Fig. 1: sequential cells grouped by signal name
Scale bar: 200 um.
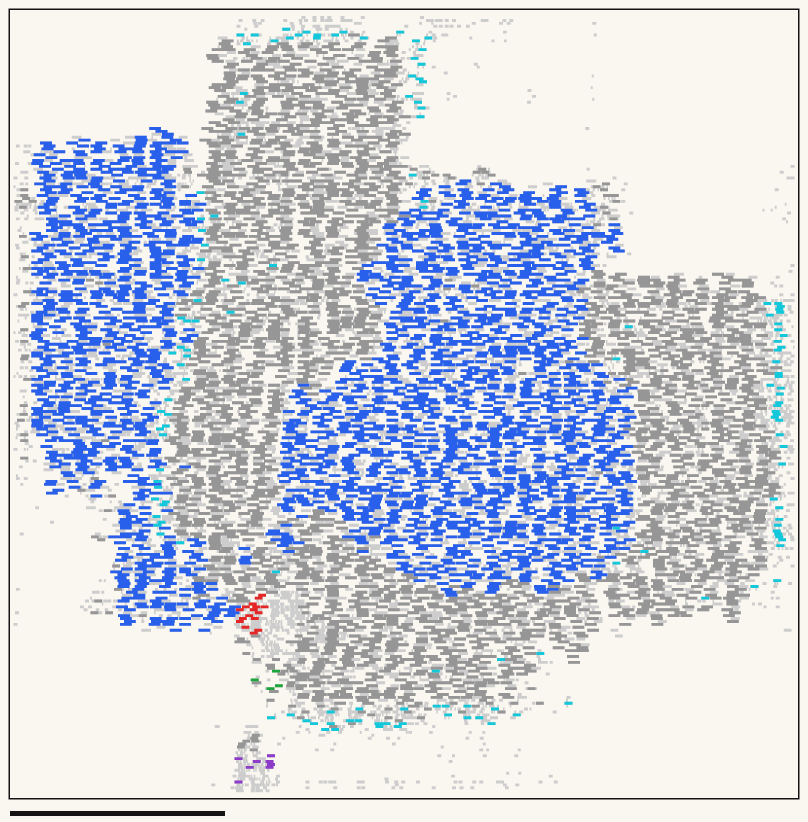
Fig. 2: placed standard cells
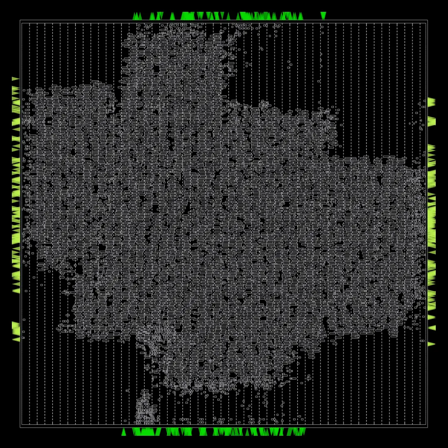
Fig. 3: placement density heat map
Scale bar: 200 um. The die is cut into 37 by 37 equal tiles; white is low, dark blue is high, 0 to 100% covered.
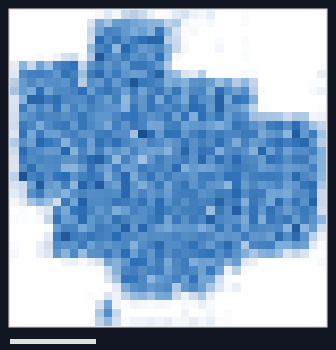
Fig. 4: PDN straps and rails
Scale bar: 200 um. Pins as bars on the die edge. Tap cells in gray.
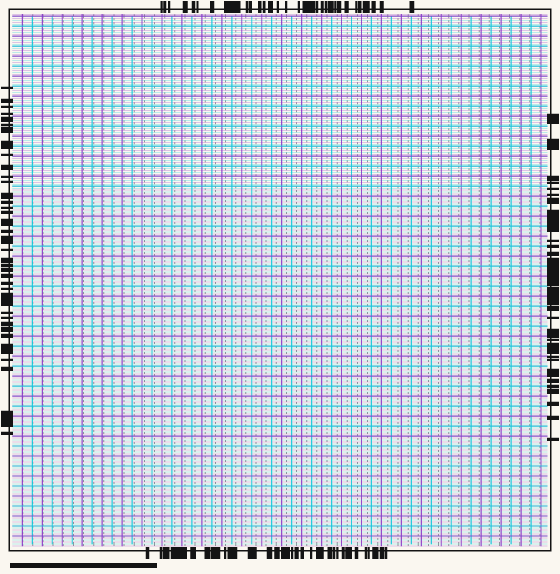
==> src/rtl/util_pack.sv <==
// Shared constants, route-word type and sequencer state encoding for the Benes route sequencer.
package util_pack;

  localparam int DEF_PORT_NUM   = 32;
  localparam int DEF_SWITCH_NUM = DEF_PORT_NUM / 2;
  localparam int DEF_STAGE_NUM  = 2 * $clog2(DEF_PORT_NUM) - 1;
  localparam int DEF_CFG_DEPTH  = 16;
  localparam int DEF_CNT_W      = 8;
  localparam int DEF_NET_LAT    = 12;

  typedef logic [0:DEF_STAGE_NUM-1][0:DEF_SWITCH_NUM-1] benes_sel_t;

  typedef enum logic [2:0] {
    IDLE  = 3'd0,
    LOAD  = 3'd1,
    RUN   = 3'd2,
    DRAIN = 3'd3,
    DONE  = 3'd4
  } seq_state_t;

endpackage

==> src/rtl/benes_cfg_table.sv <==
// Route table: one write port, registered read, per-entry valid bit.
// Optional even-parity storage and check when BENES_SEQ_PARITY_EN is defined.
module benes_cfg_table #(
  parameter int DEPTH = 16,
  parameter int AW    = 4,
  parameter int W     = 144
) (
  input  logic          clk,
  input  logic          rst,
  input  logic          wr_en,
  input  logic [AW-1:0] wr_addr,
  input  logic [W-1:0]  wr_data,
  input  logic          rd_en,
  input  logic [AW-1:0] rd_addr,
  output logic [W-1:0]  rd_data,
  output logic          rd_hit,
  output logic          rd_perr
);

  logic [W-1:0]     mem [DEPTH];
  logic [DEPTH-1:0] vld;
  logic             bypass;
  logic [W-1:0]     word;

  // A write landing on the entry being read wins, so the read sees the new route.
  assign bypass = wr_en && (wr_addr == rd_addr);
  assign word   = bypass ? wr_data : mem[rd_addr];
  assign rd_hit = bypass || vld[rd_addr];

  always_ff @(posedge clk) begin
    if (wr_en) mem[wr_addr] <= wr_data;
  end

  always_ff @(posedge clk) begin
    if (rst)        vld <= '0;
    else if (wr_en) vld[wr_addr] <= 1'b1;
  end

  // Unwritten entries read as the straight-through route.
  always_ff @(posedge clk) begin
    if (rst)        rd_data <= '0;
    else if (rd_en) rd_data <= rd_hit ? word : '0;
  end

`ifdef BENES_SEQ_PARITY_EN
  logic par_mem [DEPTH];
  logic par;

  always_ff @(posedge clk) begin
    if (wr_en) par_mem[wr_addr] <= ^wr_data;
  end

  assign par     = bypass ? ^wr_data : par_mem[rd_addr];
  assign rd_perr = rd_hit && ((^word) != par);
`else
  assign rd_perr = 1'b0;
`endif

endmodule

==> src/rtl/benes_route_sequencer.sv <==
// Drives held switch-select words for both Benes networks, strobes beats, then drains the pipeline.
// Build option: BENES_SEQ_PARITY_EN enables route-table parity and the sticky o_cfg_err flag.
//
// state | meaning
// IDLE  | waiting for a command, cmd_ready high
// LOAD  | registered read of both route tables
// RUN   | one o_beat per cycle, cmd_count cycles
// DRAIN | net_lat cycles for the network pipeline to empty
// DONE  | one-cycle o_done pulse
module benes_route_sequencer
  import util_pack::*;
#(
  parameter int PORT_NUM   = DEF_PORT_NUM,
  parameter int CFG_DEPTH  = DEF_CFG_DEPTH,
  parameter int CNT_W      = DEF_CNT_W,
  parameter int NET_LAT    = DEF_NET_LAT,
  localparam int SWITCH_NUM = PORT_NUM / 2,
  localparam int STAGE_NUM  = 2 * $clog2(PORT_NUM) - 1,
  localparam int SEL_W      = STAGE_NUM * SWITCH_NUM,
  localparam int CFG_AW     = $clog2(CFG_DEPTH)
) (
  input  logic              clk,
  input  logic              rst,
  input  logic              cfg_wr_valid,
  output logic              cfg_wr_ready,
  input  logic              cfg_wr_dir,
  input  logic [CFG_AW-1:0] cfg_wr_addr,
  input  logic [SEL_W-1:0]  cfg_wr_sel,
  input  logic              cmd_valid,
  output logic              cmd_ready,
  input  logic [CFG_AW-1:0] cmd_mod_idx,
  input  logic [CFG_AW-1:0] cmd_slot_idx,
  input  logic [CNT_W-1:0]  cmd_count,
  output logic [SEL_W-1:0]  o_module_select,
  output logic [SEL_W-1:0]  o_slot_select,
  output logic              o_beat,
  output logic              o_busy,
  output logic              o_done,
  output logic              o_miss,
  output logic              o_cfg_err
);

  localparam int DW = $clog2(NET_LAT + 1);

  seq_state_t        state, state_d;
  logic [CNT_W-1:0]  beat_cnt;
  logic [DW-1:0]     drain_cnt;
  logic [CFG_AW-1:0] mod_idx, slot_idx;
  logic              miss_pend;
  logic              mod_hit, slot_hit, mod_perr, slot_perr;
  logic              rd_en;

  assign cfg_wr_ready = 1'b1;
  assign rd_en        = (state == LOAD);
  assign o_busy       = (state != IDLE);

  benes_cfg_table #(.DEPTH(CFG_DEPTH), .AW(CFG_AW), .W(SEL_W)) u_mod_table (
    .clk     (clk),
    .rst     (rst),
    .wr_en   (cfg_wr_valid && !cfg_wr_dir),
    .wr_addr (cfg_wr_addr),
    .wr_data (cfg_wr_sel),
    .rd_en   (rd_en),
    .rd_addr (mod_idx),
    .rd_data (o_module_select),
    .rd_hit  (mod_hit),
    .rd_perr (mod_perr)
  );

  benes_cfg_table #(.DEPTH(CFG_DEPTH), .AW(CFG_AW), .W(SEL_W)) u_slot_table (
    .clk     (clk),
    .rst     (rst),
    .wr_en   (cfg_wr_valid && cfg_wr_dir),
    .wr_addr (cfg_wr_addr),
    .wr_data (cfg_wr_sel),
    .rd_en   (rd_en),
    .rd_addr (slot_idx),
    .rd_data (o_slot_select),
    .rd_hit  (slot_hit),
    .rd_perr (slot_perr)
  );

  always_ff @(posedge clk) begin
    if (rst) state <= IDLE;
    else     state <= state_d;
  end

  always_comb begin
    state_d   = state;
    cmd_ready = 1'b0;
    o_beat    = 1'b0;
    o_done    = 1'b0;
    case (state)
      IDLE: begin
        cmd_ready = 1'b1;
        if (cmd_valid) state_d = LOAD;
      end
      LOAD:  state_d = (beat_cnt == '0) ? DRAIN : RUN;
      RUN: begin
        o_beat = 1'b1;
        if (beat_cnt == CNT_W'(1)) state_d = DRAIN;
      end
      DRAIN: if (drain_cnt == DW'(1)) state_d = DONE;
      DONE: begin
        o_done  = 1'b1;
        state_d = IDLE;
      end
      default: state_d = IDLE;
    endcase
  end

  always_ff @(posedge clk) begin
    if (rst) begin
      beat_cnt  <= '0;
      drain_cnt <= '0;
      mod_idx   <= '0;
      slot_idx  <= '0;
      o_miss    <= 1'b0;
      miss_pend <= 1'b0;
      o_cfg_err <= 1'b0;
    end else begin
      o_miss    <= miss_pend;
      miss_pend <= 1'b0;
      if (state == IDLE && cmd_valid) begin
        mod_idx  <= cmd_mod_idx;
        slot_idx <= cmd_slot_idx;
        beat_cnt <= cmd_count;
      end
      if (state == RUN) beat_cnt <= beat_cnt - 1'b1;
      if (state == DRAIN) drain_cnt <= drain_cnt - 1'b1;
      else                drain_cnt <= DW'(NET_LAT);
      // Both directions missing gives two pulses on consecutive cycles.
      if (state == LOAD) begin
        o_miss    <= !mod_hit || !slot_hit;
        miss_pend <= !mod_hit && !slot_hit;
        o_cfg_err <= o_cfg_err | mod_perr | slot_perr;
      end
    end
  end

endmodule

==> config.mk <==
export PLATFORM = sky130hd
export DESIGN_NAME = benes_route_sequencer
export DESIGN_NICKNAME = d
export VERILOG_FILES = /design/src/rtl/util_pack.sv /design/src/rtl/benes_cfg_table.sv /design/src/rtl/benes_route_sequencer.sv
export SDC_FILE = /design/constraint.sdc
export NUM_CORES = 2
export LEC_CHECK = 0
export CAP_MARGIN = 20
export CORE_MARGIN = 3
export CORE_UTILIZATION = 35
export DETAILED_ROUTE_END_ITERATION = 7
export SLEW_MARGIN = 20
export SYNTH_ARGS = -nofsm -noshare
export SYNTH_HDL_FRONTEND = slang
export SYNTH_MEMORY_MAX_BITS = 65536
export SYNTH_SLANG_ARGS = --single-unit
==> constraint.sdc <==
create_clock -name clk -period 11.2 [get_ports clk]
set_clock_uncertainty 0.2 [all_clocks]
set_input_delay 2.24 -clock clk [delete_from_list [all_inputs] [get_ports clk]]
set_output_delay 2.24 -clock clk [all_outputs]
set_load 0.03 [all_outputs]
==> results.ini <==
[cells_and_area]
stdcell_count=16800
largest_class=flip-flops and latches
buf_share_pct=3.17
logic_area_um2=38500
syn_to_final_growth_pct=16.3
logic_gate_count=3142
antenna_cells=16
final_nets=9540
final_area_um2=216000
comb_area_share_pct=17.8
reg.largest.list=u_mod_table.mem x2304, u_slot_table.mem x2304
final_cell_mix=edfxtp_1, mux4_2, nand2_1

[power_and_ir_drop]
internal_power_mw=31.1
seqPwrFrac_pct=51.2
pg_clk_mw=16.6
power_frac_clock_pct=41.1
pg_comb_mw=3.11

[cts]
cts_resized=0
clk_pin_slew_ps=60
numClockSinks=4961

[outcome]
outcome=finished clean

[drt]
top_layer=met5
m1WireLength_mm=200
wl_met3_mm=33.3
avgViaCountPerCell=5.41

[placement]
port_buffers=461
dp.cells=15800
gp_congestion=0.746

[setup_path]
crit_type=input pin to register
cp.required_ps=11570
cp_max_fo=50
rrSetupSlack_ps=6790
crit_slowest_cell=buf_4
end_kind=register
crit_family=buffers and inverters

[final_timing]
slew_headroom_pct=25.8
setup_viol=0
final-hold-violation-count=0
layout_setup_ws_ps=5810
rsz0062_at_grt=no
drv_slew=0

[yosys]
ff_type=edfxtp_1
ys_warn_count=0
ys_sh_xor_pct=0.0471
yosysChipArea_um2=186000
yosysMostFrequentCell=edfxtp_1
synth_seq_share_pct=78.3
ys_sh_aoi_pct=3.26

[grt]
grt_max_degree=142
grt-ovfl-total=0
grt_usage_pct=17.7
antenna_found_initial=33

[flow_run]
tool_warnings=57

-- Fig. 1 (at the start) --
color	name in the netlist	flops
red	u_mod_table.vld	16
cyan	u_slot_table.rd_data	144
purple	beat_cnt	8
blue	u_mod_table.mem	2304
green	slot_idx	4

-- Fig. 2 (at the start) --
tap cells: 6968
Seq area share: 67.3%
fillcell total: 45500
area of the core: 527000 um^2
num rows: 266

-- Fig. 3 (at the start) --
tiles over 75% full	4.5%
mean over tiles	38%
nearly empty tiles	28%
emptiest ninth of the die	north-east
fullest tile	88%

-- Fig. 4 (at the start) --
color	net
cyan	VDD
purple	VSS
met4 straps	53
met5 straps	53
tap cells	6968
met1 rails	267
Die Wd: 735 um
peak supply drop: 0.173 mV
die height: 735 um

